### config.mk
export PLATFORM = sky130hd
export DESIGN_NAME = rift2_wb_arb
export DESIGN_NICKNAME = d
export VERILOG_FILES = /design/src/rtl/rift2_wb_arb.sv
export SDC_FILE = /design/constraint.sdc
export NUM_CORES = 1
export LEC_CHECK = 0
export ABC_CLOCK_PERIOD_IN_PS = 4960
export CORE_ASPECT_RATIO = 0.5
export CORE_MARGIN = 2
export CORE_UTILIZATION = 47
export DETAILED_ROUTE_END_ITERATION = 8
export HOLD_SLACK_MARGIN = 0.12
export PLACE_DENSITY = 0.92
export SYNTH_ARGS = -nofsm -noshare
export SYNTH_HDL_FRONTEND = slang
export SYNTH_SLANG_ARGS = --single-unit
### constraint.sdc
create_clock -name wb_clk_i -period 4.96 [get_ports wb_clk_i]
set_input_delay 0.744 -clock wb_clk_i [delete_from_list [all_inputs] [get_ports wb_clk_i]]
set_output_delay 0.744 -clock wb_clk_i [all_outputs]
set_load 0.005 [all_outputs]
### src/rtl/rift2_wb_arb.sv
// Round-robin arbiter sharing the Rift2 target port between Wishbone and the LA debug requester.
// Latency: 3 cycles minimum (request -> ack); WB address miss 2 cycles. One access outstanding; WAIT aborts after TIMEOUT.
module rift2_wb_arb #(
    parameter logic [31:0] BASE_ADDR = 32'h3000_0000,
    parameter logic [31:0] ADDR_MASK = 32'hFFF0_0000,
    parameter int unsigned TIMEOUT   = 255,
    parameter logic [31:0] DEAD_DATA = 32'hDEAD_BEEF
) (
    input  logic        wb_clk_i,
    input  logic        wb_rst_n,
    input  logic        wbs_cyc_i,
    input  logic        wbs_stb_i,
    input  logic        wbs_we_i,
    input  logic [3:0]  wbs_sel_i,
    input  logic [31:0] wbs_adr_i,
    input  logic [31:0] wbs_dat_i,
    output logic        wbs_ack_o,
    output logic [31:0] wbs_dat_o,
    input  logic        dbg_req_i,
    input  logic        dbg_we_i,
    input  logic [31:0] dbg_adr_i,
    input  logic [31:0] dbg_dat_i,
    output logic        dbg_ack_o,
    output logic [31:0] dbg_dat_o,
    output logic        tgt_req_o,
    output logic        tgt_we_o,
    output logic [3:0]  tgt_sel_o,
    output logic [31:0] tgt_adr_o,
    output logic [31:0] tgt_wdat_o,
    input  logic        tgt_ack_i,
    input  logic [31:0] tgt_rdat_i,
    output logic [7:0]  err_cnt_o
);

    typedef enum logic [1:0] {
        S_IDLE = 2'd0,
        S_WAIT = 2'd1,
        S_RESP = 2'd2
    } state_t;

    localparam logic       GNT_WB  = 1'b0;
    localparam logic       GNT_DBG = 1'b1;
    localparam logic [7:0] TMO     = 8'(TIMEOUT);

    state_t      state_q, state_d;
    logic        last_gnt_q, last_gnt_d;
    logic        gnt_q, gnt_d;
    logic        abort_q, abort_d;
    logic [7:0]  cnt_q, cnt_d;
    logic        tgt_req_q, tgt_req_d;
    logic        tgt_we_q, tgt_we_d;
    logic [3:0]  tgt_sel_q, tgt_sel_d;
    logic [31:0] tgt_adr_q, tgt_adr_d;
    logic [31:0] tgt_wdat_q, tgt_wdat_d;
    logic        wbs_ack_q, wbs_ack_d;
    logic [31:0] wbs_dat_q, wbs_dat_d;
    logic        dbg_ack_q, dbg_ack_d;
    logic [31:0] dbg_dat_q, dbg_dat_d;
    logic [7:0]  err_cnt_q, err_cnt_d;

    logic        wb_vld;
    logic        wb_hit;
    logic        pick_wb;
    logic [31:0] rsp_dat;

    assign wb_vld  = wbs_cyc_i & wbs_stb_i;
    assign wb_hit  = (wbs_adr_i & ADDR_MASK) == BASE_ADDR;
    // WB wins when alone or when debug had the previous grant.
    assign pick_wb = wb_vld & (~dbg_req_i | (last_gnt_q == GNT_DBG));

    always_comb begin
        state_d    = state_q;
        last_gnt_d = last_gnt_q;
        gnt_d      = gnt_q;
        abort_d    = abort_q;
        cnt_d      = cnt_q;
        tgt_req_d  = tgt_req_q;
        tgt_we_d   = tgt_we_q;
        tgt_sel_d  = tgt_sel_q;
        tgt_adr_d  = tgt_adr_q;
        tgt_wdat_d = tgt_wdat_q;
        wbs_ack_d  = 1'b0;
        wbs_dat_d  = wbs_dat_q;
        dbg_ack_d  = 1'b0;
        dbg_dat_d  = dbg_dat_q;
        err_cnt_d  = err_cnt_q;
        rsp_dat    = 32'h0;

        case (state_q)
            S_IDLE: begin
                if (pick_wb && !wb_hit) begin
                    // Out-of-window WB access: answer locally, arbitration history untouched.
                    state_d   = S_RESP;
                    wbs_ack_d = 1'b1;
                    wbs_dat_d = 32'h0;
                end else if (pick_wb || dbg_req_i) begin
                    state_d    = S_WAIT;
                    gnt_d      = pick_wb ? GNT_WB : GNT_DBG;
                    last_gnt_d = gnt_d;
                    abort_d    = 1'b0;
                    cnt_d      = 8'd0;
                    tgt_req_d  = 1'b1;
                    if (pick_wb) begin
                        tgt_we_d   = wbs_we_i;
                        tgt_sel_d  = wbs_sel_i;
                        tgt_adr_d  = wbs_adr_i;
                        tgt_wdat_d = wbs_dat_i;
                    end else begin
                        tgt_we_d   = dbg_we_i;
                        tgt_sel_d  = 4'hF;
                        tgt_adr_d  = dbg_adr_i;
                        tgt_wdat_d = dbg_dat_i;
                    end
                end
            end

            S_WAIT: begin
                if (gnt_q == GNT_WB && !wbs_cyc_i) begin
                    abort_d = 1'b1;
                end
                if (tgt_ack_i || cnt_q == TMO) begin
                    state_d   = S_RESP;
                    tgt_req_d = 1'b0;
                    if (tgt_we_q) begin
                        rsp_dat = 32'h0;
                    end else if (tgt_ack_i) begin
                        rsp_dat = tgt_rdat_i;
                    end else begin
                        rsp_dat = DEAD_DATA;
                    end
                    // An ack landing on the expiry cycle is a normal completion.
                    if (!tgt_ack_i && err_cnt_q != 8'hFF) begin
                        err_cnt_d = err_cnt_q + 8'd1;
                    end
                    if (gnt_q == GNT_WB) begin
                        if (!abort_q && wbs_cyc_i) begin
                            wbs_ack_d = 1'b1;
                            wbs_dat_d = rsp_dat;
                        end
                    end else begin
                        dbg_ack_d = 1'b1;
                        dbg_dat_d = rsp_dat;
                    end
                end else begin
                    cnt_d = cnt_q + 8'd1;
                end
            end

            S_RESP: begin
                state_d = S_IDLE;
            end

            default: begin
                state_d = S_IDLE;
            end
        endcase
    end

    always_ff @(posedge wb_clk_i or negedge wb_rst_n) begin
        if (!wb_rst_n) begin
            state_q    <= S_IDLE;
            last_gnt_q <= GNT_DBG;
            gnt_q      <= GNT_WB;
            abort_q    <= 1'b0;
            cnt_q      <= 8'd0;
            tgt_req_q  <= 1'b0;
            tgt_we_q   <= 1'b0;
            tgt_sel_q  <= 4'h0;
            tgt_adr_q  <= 32'h0;
            tgt_wdat_q <= 32'h0;
            wbs_ack_q  <= 1'b0;
            wbs_dat_q  <= 32'h0;
            dbg_ack_q  <= 1'b0;
            dbg_dat_q  <= 32'h0;
            err_cnt_q  <= 8'd0;
        end else begin
            state_q    <= state_d;
            last_gnt_q <= last_gnt_d;
            gnt_q      <= gnt_d;
            abort_q    <= abort_d;
            cnt_q      <= cnt_d;
            tgt_req_q  <= tgt_req_d;
            tgt_we_q   <= tgt_we_d;
            tgt_sel_q  <= tgt_sel_d;
            tgt_adr_q  <= tgt_adr_d;
            tgt_wdat_q <= tgt_wdat_d;
            wbs_ack_q  <= wbs_ack_d;
            wbs_dat_q  <= wbs_dat_d;
            dbg_ack_q  <= dbg_ack_d;
            dbg_dat_q  <= dbg_dat_d;
            err_cnt_q  <= err_cnt_d;
        end
    end

    assign wbs_ack_o  = wbs_ack_q;
    assign wbs_dat_o  = wbs_dat_q;
    assign dbg_ack_o  = dbg_ack_q;
    assign dbg_dat_o  = dbg_dat_q;
    assign tgt_req_o  = tgt_req_q;
    assign tgt_we_o   = tgt_we_q;
    assign tgt_sel_o  = tgt_sel_q;
    assign tgt_adr_o  = tgt_adr_q;
    assign tgt_wdat_o = tgt_wdat_q;
    assign err_cnt_o  = err_cnt_q;

endmodule

### Sequential cells colored by netlist name

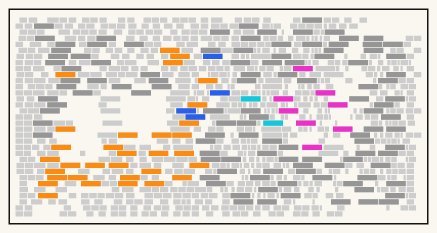
- blue: tgt_sel_o (placed flops 4; where center)
- magenta: cnt_q (placed flops 8; where east)
- orange: tgt_adr_o (placed flops 32)
- cyan: state_q (placed flops 2)
- not colored: 111
fraction of area in registers: 0.3365
Sequential cell area: 3930 sq um

### Congestion heat map

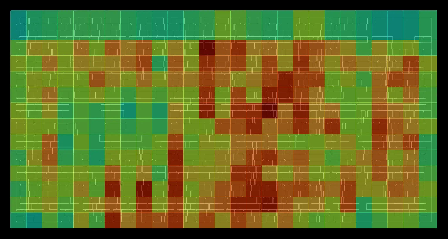
met3 capacity usage during global routing: 0.05153
share of the core filled with cells in the final layout: 0.7125
total routing resource utilization after global routing: 0.2507
Avg WL per Cell: 19.42 um

### Ports around the boundary

Pins as bars across the die edge, other pins in gray.
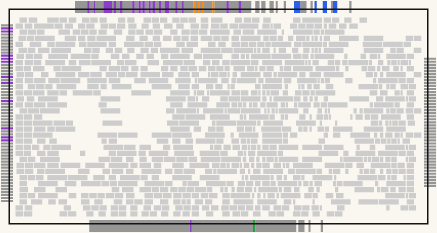
- blue: err_cnt_o (pins 8; direction output; edge north)
- green: wbs_ack_o (pins 1; direction output; edge south)
- purple: wbs_dat_i (pins 32; direction input; edge 20 north, 11 west, 1 south)
- orange: wbs_sel_i (pins 4; direction input; edge north)
- all pins by edge: 108 north, 106 south, 59 west, 43 east
Die Height: 95.67 um
number of I/O port buffers: 315
Die Span X: 187.3 um

### Met3 routing

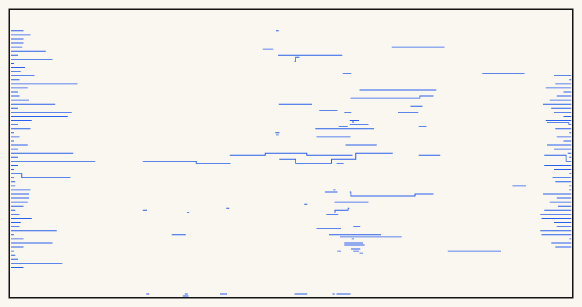
- longest straight run: 27.8 um
- wire length on this layer: 1080 um

==> PnR_summary.wiki <==
== Metrics ==
{| class="wikitable"
! Metric !! Value
|-
| Max-cap check violation count || 0
|-
| Count of nets after finishing || about 1100
|-
| Core footprint || approximately 16000 sq um
|-
| Library cell occupying the most area in the post-synthesis netlist || sky130_fd_sc_hd__dfrtp_1
|-
| Area leader share || 0.4942
|-
| Vias in the first global route || about 6700
|-
| Highest cell delay on the worst timing path || between 0.6 and 0.7 ns
|-
| Setup violators final || 0
|-
| Prevailing post-synth register cell || sky130_fd_sc_hd__dfrtp_1
|-
| Final HPWL DP || approximately 16000 um
|-
| Main kind of combinational logic by area || multiplexers
|-
| Total detailed-routing wirelength || ~23000 um
|-
| Cell count in the Yosys report || approximately 640
|-
| Crit path DAT || about 3.7 ns
|-
| Detailed-route vias per instance || 5.365
|-
| Yosys synthesis warning count || 0
|-
| Iteration-0 DRC Markers || approximately 340
|-
| Final Cycle Share || 0.6908
|-
| Headroom to the max-slew limit || 0.1736
|-
| Adder-cell area share of the yosys netlist || 0.003168
|-
| Resize count post-CTS || 0
|-
| Synthesis-to-finish area growth || 47.85%
|-
| Final Hold Vio Count || 0
|-
| Area fraction in and, or, nand and nor cells || 0.04293
|-
| Boundary pin count || around 320
|-
| Clock Path Buffers || 2
|-
| RSZ-0062 raised after global routing || no
|-
| Leak Pwr || ~5.3 nW
|-
| Count of TritonRoute iterations in the first routing pass || 4
|-
| Yosys xor share || 0.007762
|-
| Post-CTS Setup Bufs || 0
|-
| Post-synth EDFFs || 0
|-
| Crit Path Category || in2reg
|-
| Most frequently placed logic cells in the final layout || sky130_fd_sc_hd__clkdlybuf4s50_1 (314), sky130_fd_sc_hd__dfrtp_1 (156), sky130_fd_sc_hd__mux2_2 (70), sky130_fd_sc_hd__o21ai_0 (64), sky130_fd_sc_hd__mux2_4 (62)
|-
| Post-synthesis register bit count || 157
|-
| Slew at the pin closest to its max-slew limit || around 1.2 ns
|-
| Commonest Layout Cell || sky130_fd_sc_hd__clkdlybuf4s50_1
|-
| Depth of the most critical reg-to-reg path || 3
|-
| Outcome || finished clean
|-
| Share of cells above drive strength 1 || 0.1936
|-
| Share of flip-flops with an asynchronous set or reset || 1.000
|-
| Element type at the critical path start || input pin
|-
| Worst VDD drop || between 0.0002 and 0.0003 V
|-
| Global-route congestion overflow total || 0
|-
| Setup Slack @ Placement || 1.165 ns
|-
| Overall die area || between 15000 and 20000 sq um
|-
| Data required time at the worst endpoint || 5.26 ns
|-
| Slew Viols, Final || 0
|-
| Worst skew pair latency || just over 0.4 ns
|-
| Total Neg Setup Slack || 0 ns
|-
| Post-Synthesis Net Count || ~800
|-
| Crit path capture type || flop
|-
| Wire length of the first global-routing pass || approximately 35000 um
|-
| Synth Cell Area || 7899 sq um
|-
| Distinct cell type count of the synthesized netlist || around 52
|-
| Mean instance size in the synthesized netlist || about 12 sq um
|-
| CTS root buf || sky130_fd_sc_hd__clkbuf_16
|-
| Number of clock sinks || around 160
|-
| Cell count after synthesis || approximately 640
|-
| Power density over the cells || roughly 540 nW/um^2
|-
| Count of buffering cells on the critical path with inverters included || 3
|-
| Minimum period implied by the final worst setup slack || approximately 3.4 ns
|-
| Top fanout value on the critical path || 57
|-
| Largest net degree at the start of global routing || between 100 and 150
|-
| Routed vias || roughly 6300
|-
| Hold buffer count at CTS || 0
|-
| Setup slack of the critical path after layout || ~1.5 ns
|-
| Total tool warning count || 29
|-
| Worst min-delay path class || in2async
|-
| Fmax || 291.9 MHz
|-
| Slowest library cell on the worst path || sky130_fd_sc_hd__nor4bb_1
|-
| Antenna-violating nets left || 0
|-
| Top delay family on crit path || buffers and inverters
|-
| Count of standard-cell rows || 33
|-
| Number of CTS-inserted buffers || 17
|-
| Number of antenna violations at the first check in global routing || 0
|-
| Most area-consuming cells after synthesis || sky130_fd_sc_hd__dfrtp_1 (49%), sky130_fd_sc_hd__mux2_4 (12%), sky130_fd_sc_hd__mux2_2 (10%)
|-
| And-or/or-and share of the synthesized area || 0.1289
|-
| Routability congestion estimate from global placement || about 0.80
|-
| Level count of the clock H-tree || 4
|-
| Worst path cell trace || clkdlybuf4s50_1, nor4bb_1, and3_1, buf_4, o211a_4, buf_12, mux2_2
|}
[cells by family after synthesis]
family                     after synthesis
AOI/OAI and AO/OA                      155
xor gates and xnor gates                 7
adders and majority gates                2
buffers and inverters                   85
DFF                                    157
muxes                                  167
and+or+nand+nor                         64
[per-layer routing]
layer / global-route usage / vias to the layer above / part of all wire
li1: - / 2872 / -
met1: 0.2987 / 3164 / 0.40
met2: 0.4687 / 201 / 0.54
met3: 0.05153 / 29 / 0.048
met4: 0.06944 / 0 / 0.015
met5: 0 / - / 0
[Yosys cell counts, drive strengths merged, types with 4 or more instances]
| cell type | count |
|---|---|
| nor4 | 4 |
| dfrtp | 156 |
| xor2 | 6 |
| o31ai | 32 |
| mux2i | 35 |
| and3 | 4 |
| o21ai | 67 |
| clkbuf | 25 |
| nand2 | 19 |
| inv | 34 |
| a31oi | 4 |
| a211o | 4 |
| nor2 | 13 |
| nand3 | 8 |
| buf | 26 |
| a21oi | 8 |
| a21o | 27 |
| mux2 | 132 |
[flip-flops by register name (all words and copies together) (netlist names), 2 cells and up]
register / count
err_cnt_o: 8
dbg_dat_o: 32
tgt_sel_o: 4
wbs_dat_o: 32
tgt_adr_o: 32
state_q: 2
tgt_wdat_o: 32
cnt_q: 8
[worst register-to-register path: stages (launching register included)]
cell and delay, ns:
sky130_fd_sc_hd__dfrtp_1 0.54, sky130_fd_sc_hd__nor2b_1 0.96, sky130_fd_sc_hd__nand3_1 1.14, sky130_fd_sc_hd__o21ai_0 0.53
[power breakdown]
part           switching (W)  total [W]  internal [W]
combinational        0.00109    0.00282       0.00174
sequential          0.000349    0.00218       0.00183
clock               0.000601    0.00127      0.000673
total                0.00203    0.00628       0.00424
[per-stage QoR]
stage	hold slack [ns]	total power, W	cell area [sq um]	cells
2_1_floorplan	0.4484	0.003515	7899	637
3_5_place_dp	0.4872	0.005010	11100	1135
5_1_grt	0.5221	0.006594	11680	1167
6_report	0.4219	0.006276	11680	1168
3_3_place_gp	0.4828	0.004876	11100	1135
4_1_cts	0.5020	0.006315	11680	1167
[path summary, 6_finish.rpt]
path | start | end
setup / recovery | wbs_adr_i[28] | tgt_wdat_o[0]$_DFFE_PN0P_
hold / removal | wb_rst_n | dbg_dat_o[30]$_DFFE_PN0P_
setup reg to reg | state_q[0]$_DFFE_PN0P_ | dbg_dat_o[20]$_DFFE_PN0P_
hold reg to reg | err_cnt_o[6]$_DFFE_PN0P_ | err_cnt_o[6]$_DFFE_PN0P_
max in group asynchronous | wb_rst_n | tgt_sel_o[2]$_DFFE_PN0P_
min in group wb_clk_i | err_cnt_o[6]$_DFFE_PN0P_ | err_cnt_o[6]$_DFFE_PN0P_
[cell type report]
cell class                 count  area, sq um
fill                        1127         4713
sequential                   157         3930
multi-input combinational    395         3540
timing repair buffer         322         3219
clock buffer                  18        429.2
tap                          227        284.0
clock inverter                14        146.4
inverter                      34        127.6
antenna                        1        2.502
Power figures rest on the tool's default switching activity, not on a simulated workload.
